final_congestion.png
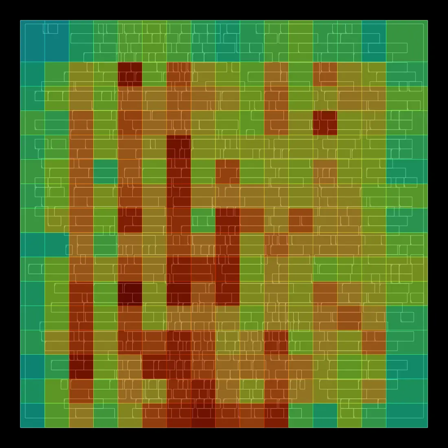
met1.png
Supply wires on this layer in grey.
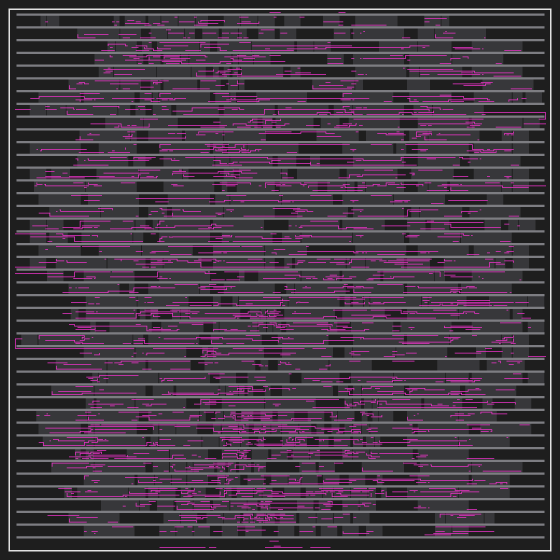
registers.png
Other sequential cells in the stronger grey, the rest of the logic in the fainter grey.
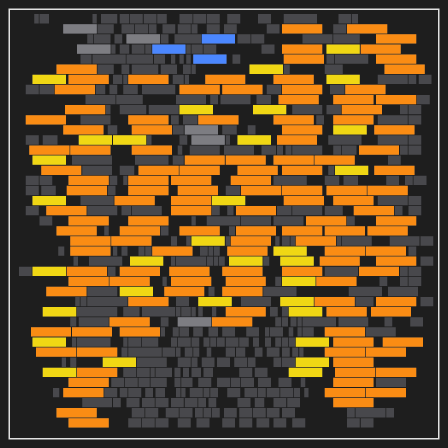
--- src/rtl/immediate_encoder.sv ---
// immediate_encoder: packs a signed 32-bit immediate into the I/S/B/J
// immediate fields of a base instruction word. The flow is a valid/ready
// input, one encode register (S1) and an output FIFO of DEPTH entries.
// Each word carries a range-error flag when its immediate does not fit
// the selected format.
// Optional feature macro: ROUNDTRIP_CHECK_EN. When it is defined, an extend
// instance decodes the S1 word again and check_fail latches any mismatch.
module immediate_encoder #(
    parameter int DEPTH = 4
) (
    input  logic                     clock,
    input  logic                     reset_n,
    input  logic                     in_valid,
    output logic                     in_ready,
    input  logic [31:0]              in_base_instruction,
    input  logic [31:0]              in_immediate,
    input  logic [1:0]               in_immediate_select,
    output logic                     out_valid,
    input  logic                     out_ready,
    output logic [31:0]              out_instruction,
    output logic                     out_range_error,
    output logic [$clog2(DEPTH):0]   fifo_count,
    output logic                     check_fail
);

    localparam int PTR_W = $clog2(DEPTH);
    localparam int CNT_W = PTR_W + 1;

    // Encode stage
    logic [31:0] enc_instruction;
    logic        enc_range_error;

    // S1 register
    logic        s1_valid_reg;
    logic [31:0] s1_instruction_reg;
    logic        s1_range_error_reg;

    // FIFO state: each entry holds {range_error, instruction}
    logic [32:0]      fifo_mem [DEPTH];
    logic [PTR_W-1:0] wr_ptr_reg;
    logic [PTR_W-1:0] rd_ptr_reg;
    logic [CNT_W-1:0] count_reg;

    // Handshake terms
    logic fifo_pop;
    logic fifo_accept;
    logic fifo_push;
    logic in_accept;

    // A value fits a signed field of width W when bits [31:W-1] are all equal.
    // The fit range is -2^(W-1) .. 2^(W-1)-1.
    logic fits_12;
    logic fits_13;
    logic fits_21;

    assign fits_12 = (&in_immediate[31:11]) | ~(|in_immediate[31:11]);
    assign fits_13 = (&in_immediate[31:12]) | ~(|in_immediate[31:12]);
    assign fits_21 = (&in_immediate[31:20]) | ~(|in_immediate[31:20]);

    // Scatter the immediate into the format's bit positions. All other bits
    // come from the base word. The range flag is computed here as well.
    always_comb begin
        enc_instruction = in_base_instruction;
        enc_range_error = 1'b0;
        case (in_immediate_select)
            2'b00: begin
                enc_instruction[31:20] = in_immediate[11:0];
                enc_range_error        = ~fits_12;
            end
            2'b01: begin
                enc_instruction[31:25] = in_immediate[11:5];
                enc_instruction[11:7]  = in_immediate[4:0];
                enc_range_error        = ~fits_12;
            end
            2'b10: begin
                enc_instruction[31]    = in_immediate[12];
                enc_instruction[30:25] = in_immediate[10:5];
                enc_instruction[11:8]  = in_immediate[4:1];
                enc_instruction[7]     = in_immediate[11];
                enc_range_error        = ~fits_13 | in_immediate[0];
            end
            default: begin
                enc_instruction[31]    = in_immediate[20];
                enc_instruction[30:21] = in_immediate[10:1];
                enc_instruction[20]    = in_immediate[11];
                enc_instruction[19:12] = in_immediate[19:12];
                enc_range_error        = ~fits_21 | in_immediate[0];
            end
        endcase
    end

    // The FIFO can take a word when it has space or is popping this cycle.
    // in_ready depends combinationally on out_ready, and this is intended.
    assign out_valid   = (count_reg != '0);
    assign fifo_pop    = out_valid & out_ready;
    assign fifo_accept = (count_reg < CNT_W'(DEPTH)) | fifo_pop;
    assign fifo_push   = s1_valid_reg & fifo_accept;
    assign in_ready    = ~s1_valid_reg | fifo_accept;
    assign in_accept   = in_valid & in_ready;

    // S1 loads on accept, empties when its word moves into the FIFO,
    // and otherwise holds the word.
    always_ff @(posedge clock or negedge reset_n) begin
        if (!reset_n) begin
            s1_valid_reg       <= 1'b0;
            s1_instruction_reg <= '0;
            s1_range_error_reg <= 1'b0;
        end else if (in_accept) begin
            s1_valid_reg       <= 1'b1;
            s1_instruction_reg <= enc_instruction;
            s1_range_error_reg <= enc_range_error;
        end else if (fifo_push) begin
            s1_valid_reg       <= 1'b0;
        end
    end

    // FIFO storage write. Storage has no reset because validity is tracked
    // by the count and the pointers.
    always_ff @(posedge clock) begin
        if (fifo_push) begin
            fifo_mem[wr_ptr_reg] <= {s1_range_error_reg, s1_instruction_reg};
        end
    end

    // FIFO pointers and occupancy. The pointers wrap naturally because DEPTH
    // is a power of two.
    always_ff @(posedge clock or negedge reset_n) begin
        if (!reset_n) begin
            wr_ptr_reg <= '0;
            rd_ptr_reg <= '0;
            count_reg  <= '0;
        end else begin
            if (fifo_push) begin
                wr_ptr_reg <= wr_ptr_reg + PTR_W'(1);
            end
            if (fifo_pop) begin
                rd_ptr_reg <= rd_ptr_reg + PTR_W'(1);
            end
            case ({fifo_push, fifo_pop})
                2'b10:   count_reg <= count_reg + CNT_W'(1);
                2'b01:   count_reg <= count_reg - CNT_W'(1);
                default: count_reg <= count_reg;
            endcase
        end
    end

    // The head word is read combinationally. Outputs are forced to zero
    // while the FIFO is empty.
    assign out_instruction = out_valid ? fifo_mem[rd_ptr_reg][31:0] : 32'd0;
    assign out_range_error = out_valid ? fifo_mem[rd_ptr_reg][32]   : 1'b0;
    assign fifo_count      = count_reg;

`ifdef ROUNDTRIP_CHECK_EN
    logic [31:0] s1_immediate_reg;
    logic [1:0]  s1_select_reg;
    logic [31:0] ext_immediate;
    logic        check_fail_reg;

    // Keep the original immediate and format beside S1 for the round trip.
    always_ff @(posedge clock or negedge reset_n) begin
        if (!reset_n) begin
            s1_immediate_reg <= '0;
            s1_select_reg    <= '0;
        end else if (in_accept) begin
            s1_immediate_reg <= in_immediate;
            s1_select_reg    <= in_immediate_select;
        end
    end

    extend u_extend (
        .instruction      (s1_instruction_reg),
        .immediate_select (s1_select_reg),
        .immediate        (ext_immediate)
    );

    // Latch any in-range word whose decoded immediate differs from the
    // original immediate held beside S1.
    always_ff @(posedge clock or negedge reset_n) begin
        if (!reset_n) begin
            check_fail_reg <= 1'b0;
        end else if (fifo_push && !s1_range_error_reg &&
                     (ext_immediate != s1_immediate_reg)) begin
            check_fail_reg <= 1'b1;
        end
    end

    assign check_fail = check_fail_reg;
`else
    assign check_fail = 1'b0;
`endif

endmodule
--- config.mk ---
export PLATFORM = sky130hd
export DESIGN_NAME = immediate_encoder
export DESIGN_NICKNAME = d
export VERILOG_FILES = /design/src/rtl/immediate_encoder.sv
export SDC_FILE = /design/constraint.sdc
export NUM_CORES = 1
export LEC_CHECK = 0
export CAP_MARGIN = 20
export CORE_UTILIZATION = 55
export CTS_CLUSTER_DIAMETER = 100
export DETAILED_ROUTE_END_ITERATION = 8
export GPL_TIMING_DRIVEN = 0
export HOLD_SLACK_MARGIN = 0.02
export PLACE_DENSITY = 0.81
export SLEW_MARGIN = 15
export SYNTH_ARGS = -nofsm -noshare
export SYNTH_HDL_FRONTEND = slang
export SYNTH_SLANG_ARGS = --single-unit
--- constraint.sdc ---
create_clock -name clock -period 4.2 [get_ports clock]
set_input_delay 0.84 -clock clock [delete_from_list [all_inputs] [get_ports clock]]
set_output_delay 0.84 -clock clock [all_outputs]
set_load 0.02 [all_outputs]
==> impl_metrics.tcl <==
# flow metrics
set metrics [dict create \
    status "complete, no violations" \
    cts_tree "yes" \
    drcViolationCount 0 \
    p_clk_share_pct 24.7 \
    async_flop_share_pct 23.7 \
    synth-edff-count 132 \
    postRouteAntennaNets 0 \
    ys_cells 409 \
    postSynthCellCount 409 \
    top_area_cell "edfxtp_1" \
    period_used_pct 85.6 \
    p_sw_share_pct 30.6 \
    worstMarginPinSlew_ps 637 \
    common_cells "edfxtp_1, dfrtp_1, and2_1" \
    syn_nets 489 \
    fmax_ghz 0.278 \
    ff_type "edfxtp_1" \
    flop_area_mm2 0.00499 \
    grt_pass1_vias 4268 \
    synth_area_per_cell_um2 17.2 \
    path_common_cell "clkbuf_1" \
    maxCapViolCount 0 \
    num_rows 41 \
    synth_top_area_share_pct 56.2 \
    clock-sinks 173 \
    tns_ps 0 \
    dpl.hpwl_um 9620 \
    grt_pass1_wl_um 22500 \
    comb_power_share_pct 36.6 \
    final_nets 613 \
    n_fill_cell 795 \
    fin_crit_ps 3600 \
    crit_path_max_fanout 10 \
    die.size.y_um 115 \
    relSlewSlack_pct 57.5 \
    post-cts-setup-buffers 0 \
    gp_congestion 0.860 \
    hp-class "in -> async" \
    synth_cell_types 37 \
    ir_drop_uv 372 \
    die_w_um 115 \
    syn_to_final_growth_pct 27.3 \
    seq_area_frac_synth_pct 70.7 \
    rsz0062_at_grt "no" \
    critPathKind "reg -> out" \
    crit_chain "or3_1 -> clkbuf_1 -> clkbuf_1 -> and2_1 -> clkdlybuf4s50_1" \
    gr-total-overflow 0 \
    yosysMostFrequentCell "edfxtp_1" \
    largest_reg_flops 132 \
    synth_warnings 0 \
    post_drt_wl_per_cell_um 20.5 \
    required_ps 3360 \
    antenna_found_initial 0 \
    critPathLaunchType "flip-flop" \
    setup_viol 0 \
    core_region_area_mm2 0.0126 \
    yosys-stat-area_mm2 0.00705 \
    vias_per_cell 5.68 \
    finalHoldViolCount 0 \
    fp_util_pct 56.1 \
    worstSkewPairLatency_ps 420 \
    synthTopCellsByArea "edfxtp_1, dfrtp_1, mux4_2, and2_1, mux2_2" \
    cts.clk_slew.worst_paths_ps 60 \
    cts_hold_buffers 0 \
    htree_levels 4 \
    cpPeakStageDelay_ps 640 \
    switching_power_mw 1.97 \
    grt_max_degree 27 \
    fin_ws_ps 604 \
    maxSlewViolCount 0 \
    p_per_area_mw_per_mm2 719 \
    clock_skew_ps 6.12 \
    p_int_mw 4.49 \
    drt_iter0_drc 397 \
    diodes 0 \
]
## Picture notes: final_congestion.png
GR peak layer: met2
final core occ: 71.4%
met3 usage: 6.64%
GR Layer Usage met1: 29.0%

## Picture notes: met1.png
- longest straight run: 30.4 um
- main direction: horizontal

## Picture notes: registers.png
- blue: fifo_count (sequential cells 3)
- orange: fifo_mem (sequential cells 132; where all over the die)
- yellow: s1_instruction_reg (sequential cells 32; where all over the die)
- not coloured: 6

metrics by stage:
step | hold slack [ps] | instances | area [um^2] | power (mW)
global placement | 480 | 681 | 8270 | 4.79
finish | 369 | 718 | 8980 | 6.46
detailed placement | 498 | 686 | 8370 | 4.90
floorplan | 471 | 409 | 7050 | 3.89
CTS | 363 | 718 | 8980 | 6.51
global route | 376 | 718 | 8980 | 6.76
cells by family (layout without fill, tap and decap cells):
logic type	count (synthesis)	after routing	share of synthesized area, %
compound gates	42	42	3.32
xor+xnor	6	6	0.745
buf+inv	28	165	2.13
other cells	1	1	0.0532
fa+ha+maj	10	10	1.88
mux	54	54	13.7
simple gates	95	95	7.38
flops	173	173	70.7
layout make-up:
class | instances | area share [%]
inverters | 9 | 0.376
plain buffers | 19 | 1.30
flip-flops and latches | 173 | 55.6
well taps | 172 | 2.40
repair buffers | 105 | 12.2
multi-input cells | 208 | 21.4
clock inverters | 11 | 1.56
clock buffers | 21 | 5.24
worst max-delay path: cells and delay by family (launching register included):
kind          cells  cell delay (ps)
simple gates      2              370
buf+inv           3             1540
flops             1              420
routing by layer:
metal | vias up | wire [um] | global-route usage (%) | part of all wire (%)
li1 | 1809 | - | - | -
met1 | 2098 | 5780 | 29.0 | 39
met2 | 141 | 7900 | 41.7 | 54
met3 | 32 | 621 | 6.64 | 4.2
met4 | 0 | 390 | 11.1 | 2.7
met5 | - | 0 | 0 | 0
cells in the final DEF, fill, tap and decap left out, types with 3 or more instances in the layout:
cell type | Yosys | layout
clkbuf_8 | 0 | 3
a22oi_1 | 6 | 6
xor2_1 | 3 | 3
edfxtp_1 | 132 | 132
mux2_2 | 13 | 13
a21oi_1 | 8 | 8
clkbuf_1 | 7 | 8
clkdlybuf4s50_1 | 0 | 99
nor2_1 | 5 | 5
xnor2_1 | 3 | 3
mux2i_1 | 8 | 8
ha_1 | 9 | 9
nor4_1 | 3 | 3
nor2b_1 | 5 | 5
clkinv_2 | 0 | 5
and3_2 | 1 | 5
and2_1 | 35 | 35
buf_6 | 4 | 4
clkbuf_16 | 0 | 17
nand2_1 | 26 | 26
nand4_1 | 5 | 5
mux4_2 | 33 | 33
bufinv_16 | 0 | 3
inv_1 | 9 | 9
buf_2 | 6 | 7
o21ai_0 | 24 | 24
buf_12 | 0 | 5
dfrtp_1 | 41 | 41
power by group through the flow:
stage	Combinational (mW)	Clock (mW)	Sequential (mW)
after floorplan	1.40	0	2.49
after global placement	2.29	0	2.50
after detailed placement	2.37	0	2.53
after CTS	2.40	1.61	2.50
after global routing	2.54	1.69	2.53
final	2.36	1.60	2.50
path summary, 6_finish.rpt:
check | from | to | slack, ps | cells past startpoint
max | fifo_count[2] | out_instruction[15] | 600 | 5
min | reset_n | s1_instruction_reg[4] | 370 | 1
max reg2reg | fifo_count[2] | fifo_count[2] | 1920 | 9
min reg2reg | s1_instruction_reg[1] | fifo_mem[0][1] | 510 | 0
max in group asynchronous | reset_n | s1_instruction_reg[23] | 3330 | 2
min in group clock | s1_instruction_reg[1] | fifo_mem[0][1] | 510 | 0
Power is estimated from default activity; no workload was simulated.
